==> config.mk <==
export PLATFORM = sky130hd
export DESIGN_NAME = sub_wave_gen
export DESIGN_NICKNAME = d
export VERILOG_FILES = /design/src/rtl/sub_wave_pkg.sv /design/src/rtl/sub_wave_lfsr.sv /design/src/rtl/sub_wave_gen.sv
export SDC_FILE = /design/constraint.sdc
export NUM_CORES = 1
export LEC_CHECK = 0
export CAP_MARGIN = 20
export CORE_ASPECT_RATIO = 1.2
export CORE_MARGIN = 5
export CORE_UTILIZATION = 50
export DETAILED_ROUTE_END_ITERATION = 8
export GPL_TIMING_DRIVEN = 0
export PLACE_DENSITY = 0.75
export SETUP_SLACK_MARGIN = 0.2
export SYNTH_ARGS = -nofsm -noshare
export SYNTH_HDL_FRONTEND = slang
export SYNTH_SLANG_ARGS = --single-unit
==> constraint.sdc <==
create_clock -name clk_i -period 3.44 [get_ports clk_i]
set_input_delay 0.516 -clock clk_i [delete_from_list [all_inputs] [get_ports clk_i]]
set_output_delay 0.516 -clock clk_i [all_outputs]
set_load 0.02 [all_outputs]
Figure 1. M1 wires (run 1).
Bar = 20 um. Supply wires on this layer in gray.
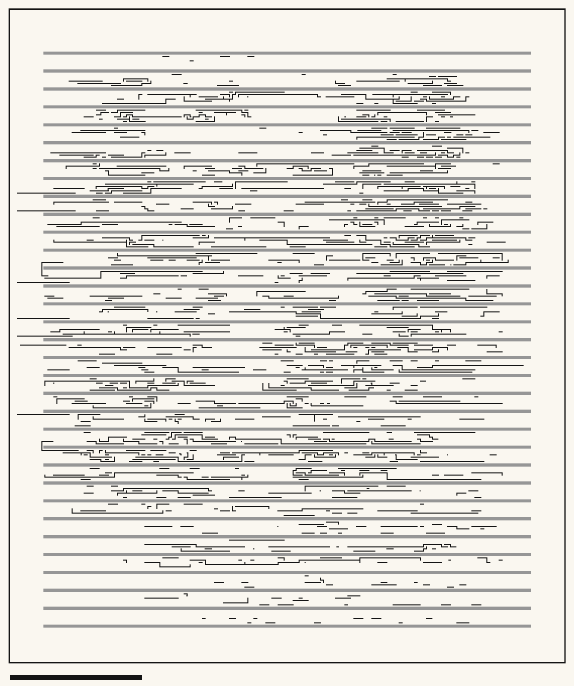
wire length on this layer: 3170 um
main direction: horizontal
longest straight run: 19.3 um
nets with wire on the layer: 407
share of all routed wire: 45%
GRT met1 Usage: 0.222
vias: 2813
Total Wirelength: 7.09 mm

Figure 2. Signal wires on met2 (run 1).
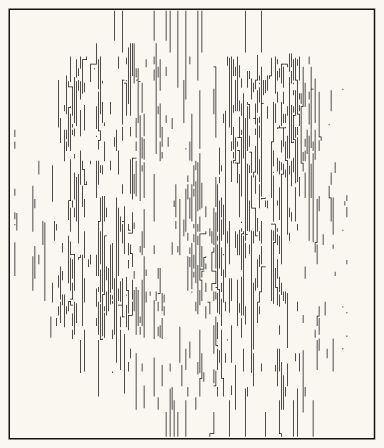
longest straight run: 38.4 um
main direction: vertical
grt met2 use: 0.289

Figure 3. Metal 3 (run 1).
Bar = 20 um. Cells faint in the background.
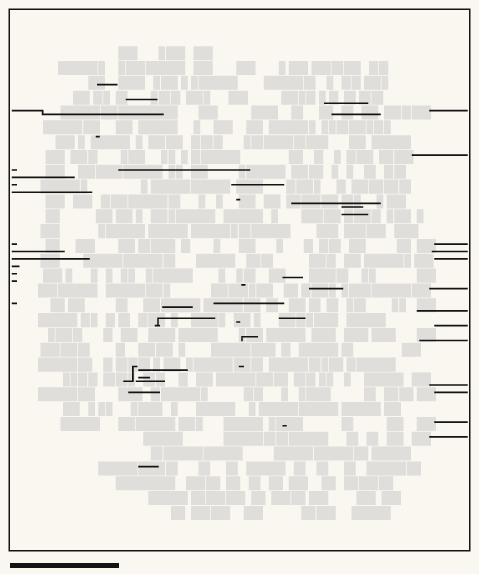
longest straight run: 23.9 um
main direction: horizontal
share of all routed wire: 4.7%
wire length on this layer: 335 um
nets with wire on the layer: 41
GRT met3 Usage: 0.0426

==> metrics.yaml, run 1 <==
dr_wl_met3_um: 334
cellPowerDensity_mw_per_mm2: 580
numSynthFlops: 67
p_seq_w: 0.000907
syn_avg_cell_area_um2: 8.74
cp.depth: 10
ctsHoldBuffers: 0
finalNonFillerCells: 527
xor_area_frac: 0.103
die_area_mm2: 0.00834
root_buffer: "clkbuf_8"
grt_max_degree: 14
h-tree-depth: 3
largestClassByArea: "multi-input combinational cells"
max_freq_ghz: 0.333
seqCellArea_mm2: 0.00134
io_buffer_count: 48
worst_ep_required_time_ns: 3.70
grt_pass1_vias: 2647
tap_cells: 85
syn_inst: 378
regToRegSetupSlack_ns: 0.44
num_io_pins: 49
logic_area_mm2: 0.00172
worstPathArrival_ns: 3.26
status: "finished, final reports clean"
cts_tree: "built"
drtIter0Drc: 89
cts_buffer_depth: 2
gp_congestion: 0.880
yosysWarnings: 0
ys_sh_simple: 0.272
aoi_share: 0.0905
preCtsSetupSlack_ns: 0.320
finalHoldViolations: 0
buf_share: 0.167
ir_drop_mv: 0.369
swShare: 0.334
Figure 4. The clock network (run 1).
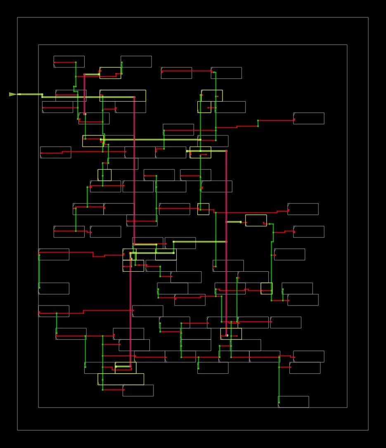

--- run 2 (diff from run 1) ---
--- a/config.mk
+++ b/config.mk
@@ -7,7 +7,6 @@
 export LEC_CHECK = 0
 export CAP_MARGIN = 20
 export CORE_ASPECT_RATIO = 1.2
-export CORE_MARGIN = 5
 export CORE_UTILIZATION = 50
 export DETAILED_ROUTE_END_ITERATION = 8
 export GPL_TIMING_DRIVEN = 0
Figure 5. The clock network (run 2).
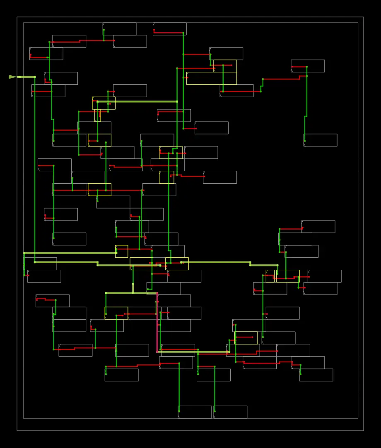
Layout Skew: 0.0124 ns
clkbuf count: 11

==> run 2 against run 1 <==
Net effect:
- power is 4.2% lower
- clock skew is 0.0021 ns higher
- setup slack worse by 0.018 ns
- non-clock buffer count stayed put
- sequential share of layout area is 0.26 points higher
- critical path depth stayed put
- sequential power hardly changed
- global-route usage is 3.5 points higher
- flip-flop count stayed put
- fmax is 0.60% lower
- clock-buffer cell count is 2 higher
==> metrics.yaml, run 2 <==
worstPathArrival_ns: 3.27  # was 3.26 ns
worst_ep_required_time_ns: 3.69  # was 3.70 ns
io_buffer_count: 48  # unchanged
use_met1: 0.264  # was 0.222
xor_area_frac: 0.103  # unchanged
buf_share: 0.169  # was 0.167
h-tree-depth: 3  # unchanged
tap_cells: 85  # unchanged
use_met2: 0.351  # was 0.289
syn_avg_cell_area_um2: 8.74  # unchanged
syn_inst: 378  # unchanged
finalNonFillerCells: 526  # was 527
gp_congestion: 0.866  # was 0.880
p_seq_w: 0.000906  # was 0.000907 W
largestClassByArea: "multi-input combinational cells"  # unchanged
finalHoldViolations: 0  # unchanged
status: "finished, final reports clean"  # unchanged
num_io_pins: 49  # unchanged
swShare: 0.332  # was 0.334
cts_tree: "built"  # unchanged
ctsHoldBuffers: 0  # unchanged
ys_sh_simple: 0.272  # unchanged
routed_wl_mm: 6.82  # was 7.09 mm
grt_pass1_vias: 2539  # was 2647
yosysWarnings: 0  # unchanged
Figure 6. Metal 3 (run 2).
Bar = 20 um. Cells faint in the background.
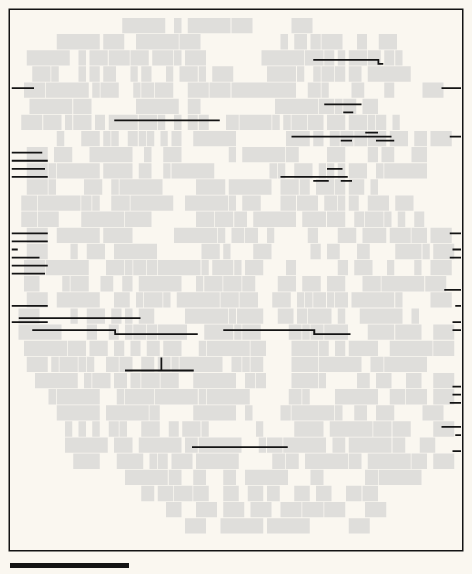
longest straight run: 20.2 um
wire length on this layer: 264 um
share of all routed wire: 3.9%
main direction: horizontal
nets with wire on the layer: 40
GRT met3 Usage: 0.0553
vias: 2774

Power figures rest on the tool's default switching activity, not on a simulated workload.
